Run 1, metal 4:
(4 px per um) Supply wires on this layer in gray.
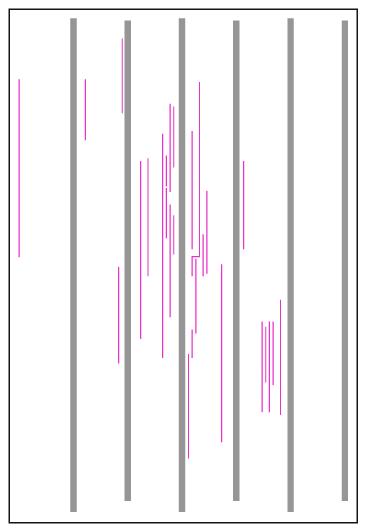
Run 1, sequential cells colored by netlist name:
(4 px per um)
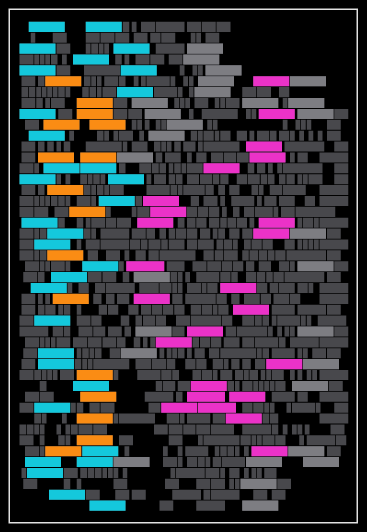
Run 1, track usage over the die:
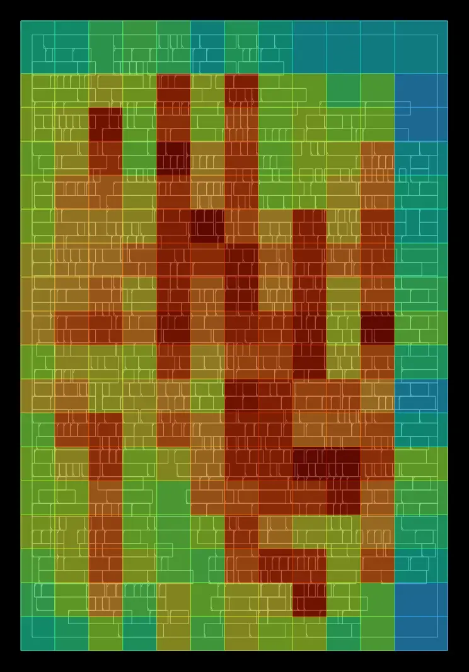
## config.mk

```make
export PLATFORM = sky130hd
export DESIGN_NAME = fetch_sequencer
export DESIGN_NICKNAME = d
export VERILOG_FILES = /design/src/rtl/aap_pipeline_pkg.sv /design/src/rtl/fetch_sequencer.sv
export SDC_FILE = /design/constraint.sdc
export NUM_CORES = 1
export LEC_CHECK = 0
export CORE_ASPECT_RATIO = 1.5
export CORE_MARGIN = 2
export CORE_UTILIZATION = 50
export DETAILED_ROUTE_END_ITERATION = 6
export PLACE_DENSITY = 0.81
export SLEW_MARGIN = 30
export SYNTH_ARGS = -nofsm -noshare
export SYNTH_HDL_FRONTEND = slang
export SYNTH_SLANG_ARGS = --single-unit
export TNS_END_PERCENT = 5
```

## constraint.sdc

```tcl
create_clock -name clock -period 2.3 [get_ports clock]
set_clock_uncertainty 0.15 [all_clocks]
set_input_delay 0.46 -clock clock [delete_from_list [all_inputs] [get_ports clock]]
set_output_delay 0.46 -clock clock [all_outputs]
set_load 0.05 [all_outputs]
```

## src/rtl/aap_pipeline_pkg.sv

```systemverilog
// Shared constants and the fetch FSM state encoding for the AAP pipeline.
// Every instruction word is 16 bits. The decoder sees a 32-bit slot.
package aap_pipeline_pkg;

    localparam int INSTR_W        = 16;
    localparam int DEC_W          = 32;
    localparam int INSTR_LONG_BIT = 15;

    typedef enum logic [1:0] {
        FETCH_LO = 2'd0,
        FETCH_HI = 2'd1,
        PRESENT  = 2'd2
    } fetch_state_e;

endpackage

```

## src/rtl/fetch_sequencer.sv

```systemverilog
// Instruction fetch sequencer: owns the PC, reads 16-bit words from imem, assembles
// short (16-bit) and long (32-bit) instructions and offers them to the decoder.
module fetch_sequencer
    import aap_pipeline_pkg::*;
#(
    parameter int              PC_W     = 24,
    parameter logic [PC_W-1:0] RESET_PC = '0
) (
    input  logic               clock,
    input  logic               reset,
    output logic               imem_req,
    output logic [PC_W-1:0]    imem_addr,
    input  logic               imem_ack,
    input  logic [INSTR_W-1:0] imem_rdata,
    input  logic               redirect_valid,
    input  logic [PC_W-1:0]    redirect_pc,
    input  logic               stall,
    output logic               dec_valid,
    output logic [DEC_W-1:0]   dec_instr,
    output logic               dec_long,
    output logic [PC_W-1:0]    dec_pc,
    input  logic               dec_ready
);

    fetch_state_e         state_q;
    logic [PC_W-1:0]      pc_q;
    logic [INSTR_W-1:0]   lo_word_q;
    logic                 dec_valid_q;
    logic [DEC_W-1:0]     dec_instr_q;
    logic                 dec_long_q;
    logic [PC_W-1:0]      dec_pc_q;

    logic [PC_W-1:0]      pc_plus_one;
    logic [PC_W-1:0]      pc_plus_two;
    logic                 ack_taken;

    // Additions truncate to PC_W, so a long instruction at all-ones takes its high word from 0.
    assign pc_plus_one = pc_q + PC_W'(1);
    assign pc_plus_two = pc_q + PC_W'(2);

    assign imem_req  = reset && !stall && (state_q != PRESENT);
    assign imem_addr = (state_q == FETCH_HI) ? pc_plus_one : pc_q;
    assign ack_taken = imem_ack && imem_req;

    assign dec_valid = dec_valid_q;
    assign dec_instr = dec_instr_q;
    assign dec_long  = dec_long_q;
    assign dec_pc    = dec_pc_q;

    // A redirect outranks everything else. It discards partial fetches, same-cycle
    // acks and same-cycle decoder handshakes.
    always_ff @(posedge clock or negedge reset) begin
        if (!reset) begin
            state_q     <= FETCH_LO;
            pc_q        <= RESET_PC;
            lo_word_q   <= '0;
            dec_valid_q <= 1'b0;
            dec_instr_q <= '0;
            dec_long_q  <= 1'b0;
            dec_pc_q    <= '0;
        end else if (redirect_valid) begin
            state_q     <= FETCH_LO;
            pc_q        <= redirect_pc;
            lo_word_q   <= '0;
            dec_valid_q <= 1'b0;
        end else begin
            case (state_q)
                FETCH_LO: begin
                    if (ack_taken) begin
                        lo_word_q <= imem_rdata;
                        if (imem_rdata[INSTR_LONG_BIT]) begin
                            state_q <= FETCH_HI;
                        end else begin
                            dec_instr_q <= {{(DEC_W-INSTR_W){1'b0}}, imem_rdata};
                            dec_long_q  <= 1'b0;
                            dec_pc_q    <= pc_q;
                            dec_valid_q <= 1'b1;
                            state_q     <= PRESENT;
                        end
                    end
                end
                FETCH_HI: begin
                    if (ack_taken) begin
                        dec_instr_q <= {imem_rdata, lo_word_q};
                        dec_long_q  <= 1'b1;
                        dec_pc_q    <= pc_q;
                        dec_valid_q <= 1'b1;
                        state_q     <= PRESENT;
                    end
                end
                PRESENT: begin
                    if (dec_ready) begin
                        dec_valid_q <= 1'b0;
                        pc_q        <= dec_long_q ? pc_plus_two : pc_plus_one;
                        state_q     <= FETCH_LO;
                    end
                end
                default: begin
                    state_q <= FETCH_LO;
                end
            endcase
        end
    end

endmodule

```

==> impl_metrics.tcl, run 1 <==
# flow metrics
set metrics [dict create \
    status "finished, violations left" \
    violations "negative setup slack" \
    dr.pass1.iters 5 \
    top_cell_area_share_pct 48.8 \
    setup_viol 23 \
    synthArstFlopShare_pct 100 \
    muxShareOfSynthArea_pct 3.54 \
    endpoint_kind "output port" \
    post_cts_buffers 10 \
    drc 0 \
    synth_seq_share_pct 48.8 \
    drive_gt1_share_pct 22.6 \
    start_kind "flip-flop" \
    core_area_um2 10100 \
    grt_pass1_wl_um 25800 \
    p_comb_share_pct 35.7 \
    syn_avg_cell_area_um2 8.71 \
    peakVddDrop_uv 606 \
    power_switching_share_pct 37.8 \
    crit_required_ns 1.69 \
    cp_max_fo 3 \
    clockRootBuffer "clkbuf_16" \
    grt_max_degree 98 \
    combGateArea_um2 2630 \
    rsz0062_at_grt "yes" \
    maxCapViolCount 0 \
    fmax_mhz 372 \
    synth.top_cells.by_count "nand2_1 (200), dfrtp_1 (100), o21ai_0 (39)" \
    p_clk_uw 1470 \
    yosysChipArea_um2 5120 \
    comb-power_uw 1990 \
    crit_path_end "imem_addr[21]" \
    holdCritPathClass "in -> async" \
    fin_ws_ns -0.391 \
    syn_inst 588 \
    path_clk_slew_ns 0.07 \
    dr_wl_met2_um 8620 \
    diodes 0 \
    finalCriticalPeriod_ns 2.69 \
    use_met1_pct 33.4 \
    synthAdderAreaFrac_pct 0.488 \
    fp.dieW_um 86.7 \
    top_power_group "registers" \
    placed_cell_area_um2 7260 \
    met2_usage_pct 52.0 \
    internal-power_uw 3470 \
    area_leaders "dfrtp_1 (49%), nand2_1 (15%), o21ai_0 (3.8%), xor2_1 (3.8%), xnor2_1 (3.4%)" \
    final_hold_viol_count 0 \
    nets 809 \
    final_area_um2 7760 \
    netlist_logic_family_top "simple AND/OR/NAND/NOR gates" \
    synthesis.area_um2 5120 \
    port_buffers 128 \
    synth-compound-area-share_pct 8.13 \
    row_count 45 \
    area_growth_pct 51.4 \
    ctsResizeCount 18 \
    p_seq_share_pct 38.0 \
    r2r_start "pc_q[10]" \
    warnings 29 \
    yosysWarnings 0 \
    leakage_uw 0.00351 \
    ys.flop_type "dfrtp_1" \
    yosysMostFrequentCell "nand2_1" \
    synth_flops 100 \
    cts_htree_levels 3 \
    largest_area_cell "dfrtp_1" \
    simple_gate_area_share_pct 26.2 \
    cp.arrival_ns 2.08 \
    lay_top_cells "nand2_1 (198), clkdlybuf4s50_1 (100), dfrtp_1 (97)" \
    max_slew_margin_pct 64.1 \
    r2r_slack_ns 0.16 \
]
-- 'metal 4' (at the start) --
nets with wire on the layer = 23
main direction = vertical
share of all routed wire = 4.1%
longest straight run = 55.8 um
via count: 5,061
wire length after detailed routing: 16,000 um

-- 'sequential cells colored by netlist name' (at the start) --
dec_instr -> cyan  # sequential cells 32
lo_word_q -> orange  # sequential cells 16
pc_q -> magenta  # sequential cells 24
not colored = 28
Seq power: 2120 uW
register area: 2510 um^2
Core Util, Final: 77.0%
Seq area share: 32.3%

-- 'track usage over the die' (at the start) --
GR Util met3: 6.50%
gr usage total: 30.0%
Routed WL per cell: 18.1 um

-- run 1: critical path: stages (launching register included) --
cell and delay, ns:
dfrtp_1 0.38, nand3b_1 0.24, nor4_4 0.30, nand4_1 0.15, buf_4 0.19, nor2_4 0.15, xor2_4 0.17, buf_12 0.15
-- run 1: flip-flops by register name, indices dropped and copies added, names as in the netlist --
| register | count |
|---|---|
| dec_valid | 1 |
| pc_q | 24 |
| lo_word_q | 16 |
| state_q | 2 |
| dec_pc | 24 |
| dec_long | 1 |
| dec_instr | 32 |
-- run 1: layout make-up --
type | instances | area share, %
inverters | 5 | 0.242
clock buffers | 9 | 2.90
repair buffers | 210 | 28.1
multi-input cells | 435 | 33.8
clock inverters | 7 | 0.742
well taps | 117 | 1.89
flip-flops and latches | 100 | 32.3
==> run 2, diff against run 1 <==
Settings changed: CORE_UTILIZATION 50 to 45, PLACE_DENSITY 0.81 to 0.79, RECOVER_POWER set to 50.
Run 2, metal layers overlaid:
(4 px per um) Only two layers are drawn.
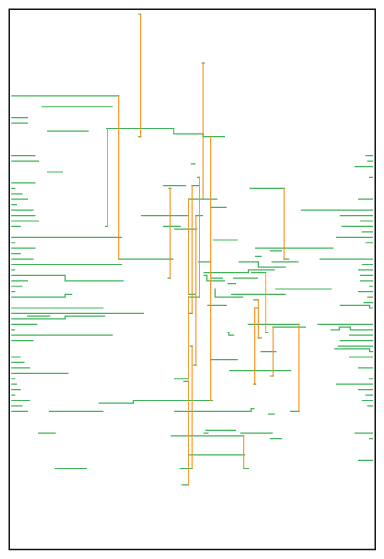
met4 -> orange  # wire length 522 um
met3 -> green  # wire length 1,020 um
Routed WL per cell: 17.3 um
wire length after detailed routing: 15,800 um
gr usage total: 26.4%
via count: 4,940

==> run 2 against run 1 <==
The flow still finishes with violations (negative setup slack). Worst setup slack worse by 0.0011 ns. Utilization down 6.6 points. Synthesized cell count unchanged. Worst hold slack better by 0.25 ns. Flip-flop count unchanged. Die size up 11%. Non-clock buffer count down 3. Critical path depth unchanged. Critical path type unchanged. Critical endpoint is now imem_addr[23].
==> impl_metrics.tcl, run 2 <==
# flow metrics
set metrics [dict create \
    port_buffers 128 \
    synthAdderAreaFrac_pct 0.488 \
    place_congestion 0.905 \
    drive_gt1_share_pct 21.4 \
    diodes 0 \
    top_layer_used "met4" \
    area_growth_pct 51.9 \
    die_y_um 135 \
    worstHoldStart "dec_instr[18]" \
    p_comb_share_pct 35.5 \
    simple_gate_area_share_pct 26.2 \
    max_slew_margin_pct 38.2 \
    yosysChipArea_um2 5120 \
    final_hold_viol_count 0 \
    muxShareOfSynthArea_pct 3.54 \
    power_switching_share_pct 37.8 \
    cp.arrival_ns 2.08 \
    detail_route.vias_per_cell 5.43 \
    synth_flops 100 \
    power.switching_uw 2120 \
    largest_area_cell "dfrtp_1" \
    status "finished, violations left" \
    syn_inst 588 \
    ys_sh_xor_pct 7.18 \
    layout_top_cell "nand2_1" \
    slew_viol_final 0 \
    area_leaders "dfrtp_1 (49%), nand2_1 (15%), o21ai_0 (3.8%), xor2_1 (3.8%), xnor2_1 (3.4%)" \
    start_kind "flip-flop" \
    yosysMostFrequentCell "nand2_1" \
    ys.flop_type "dfrtp_1" \
    cp_max_fo 3 \
    tns_ns -5.35 \
    wl_met3_um 1020 \
    grt_pass1_vias 5233 \
    synthArstFlopShare_pct 100 \
    grt_antenna_before_repair 0 \
    r2r_slack_ns 0.05 \
    netlist_logic_family_top "simple AND/OR/NAND/NOR gates" \
    startpoint "pc_q[0]" \
    placed_cell_area_um2 7330 \
    r2r_cells 9 \
    fp.dieW_um 91.1 \
    yosysWarnings 0 \
    clockRootBuffer "clkbuf_16" \
    syn_nets 636 \
    fmax_mhz 371 \
    warnings 29 \
    drt_iter0_drc 298 \
    internal-power_uw 3480 \
    holdCritPathClass "reg -> reg" \
    endpoint_kind "output port" \
    ant_nets 0 \
    hold_end "dec_instr[18]" \
    dr_wl_met2_um 8530 \
    synth-compound-area-share_pct 8.13 \
    layoutNonFillerInstCount 910 \
    fin_ws_ns -0.392 \
    top_power_group "registers" \
    criticalPathCategory "reg -> out" \
    p_seq_uw 2120 \
    top_cell_area_share_pct 48.8 \
    clkPwrFrac_pct 26.6 \
    cts_htree_levels 3 \
    lay_top_cells "nand2_1 (198), dfrtp_1 (99), clkdlybuf4s50_1 (97)" \
    leakage_uw 0.00349 \
    nets 806 \
    drc 0 \
    core_area_um2 11100 \
    ys_cells 588 \
    insertion_delay_ns 0.35 \
    setup_viol 23 \
    peakVddDrop_uv 467 \
    largest_reg_flops 32 \
    preCtsSetupSlack_ns -0.0668 \
    fin_crit_sh_pct 117 \
    grt_max_degree 68 \
    grt_overflow 0 \
    crit_path_end "imem_addr[23]" \
    path_clk_slew_ns 0.08 \
    ctsLongestPathBuffers 2 \
    violations "negative setup slack" \
    power_uw 5600 \
    dr.pass1.iters 5 \
    io_pins 129 \
    row_count 47 \
    crit_required_ns 1.69 \
    maxCapViolCount 0 \
    p_seq_share_pct 37.9 \
    cts_buffers 9 \
    syn_avg_cell_area_um2 8.71 \
    synthesis.area_um2 5120 \
    floorplan.core_util_pct 46.3 \
    worst_pin_slew_ns 0.926 \
    nFillCells 849 \
    r2r_end "pc_q[18]" \
    cellPowerDensity_nw_per_um2 719 \
    clock-sinks 100 \
    whs_path_depth 2 \
    drt-met1-wl_um 5710 \
    synth_seq_share_pct 48.8 \
    finalCriticalPeriod_ns 2.69 \
    cts_tree "yes" \
    synth.top_cells.by_count "nand2_1 (200), dfrtp_1 (100), o21ai_0 (39)" \
    rsz0062_at_grt "yes" \
    enable_flop_cells 0 \
    p_clk_uw 1490 \
    final_area_um2 7780 \
    comb-power_uw 1990 \
    holdWs_ns 0.320 \
    die-area_um2 12300 \
    r2r_start "pc_q[0]" \
    dpl.hpwl_um 11300 \
    synth_cell_types 48 \
    dp_cells 892 \
    grt_pass1_wl_um 25900 \
]
Run 2, track usage over the die:
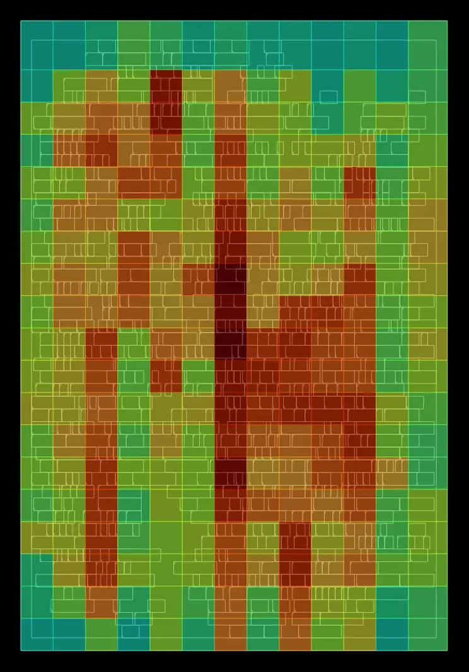
most used routing layer: met2
M1 GR Usage: 29.2%
Core Util, Final: 70.4%
GR Util met3: 5.52%
GR Util met2: 48.1%

[run 2: cell counts after synthesis]
No cell type changed its count.
[run 2: worst max-delay path: stages (launching register included)]
cell,delay (ns)
dfrtp_1,0.44
nand3b_1,0.19
nor4_4,0.32
nand4_1,0.15
buf_6,0.16
nor2_4,0.16
xor2_4,0.17
buf_12,0.15
[run 2: final cells by class]
cell class	instances	area (um^2)	area share, %
clock buffers	9	225	2.89
clock inverters	7	71.3	0.916
repair buffers	207	2130	27.3
inverters	5	18.8	0.241
flip-flops and latches	100	2500	32.2
multi-input cells	435	2660	34.1
well taps	147	184	2.36
[run 2: what timing repair did]
action / in CTS / in global routing
hold buffers: 1 / 0
resized: 25 / 7
cloned: 0 / 0
buffers inserted: 0 / 1
hold endpoints to repair: 9 / 0
pin swaps: 6 / 4
setup endpoints to repair: 23 / 25
Power figures rest on the tool's default switching activity, not on a simulated workload.
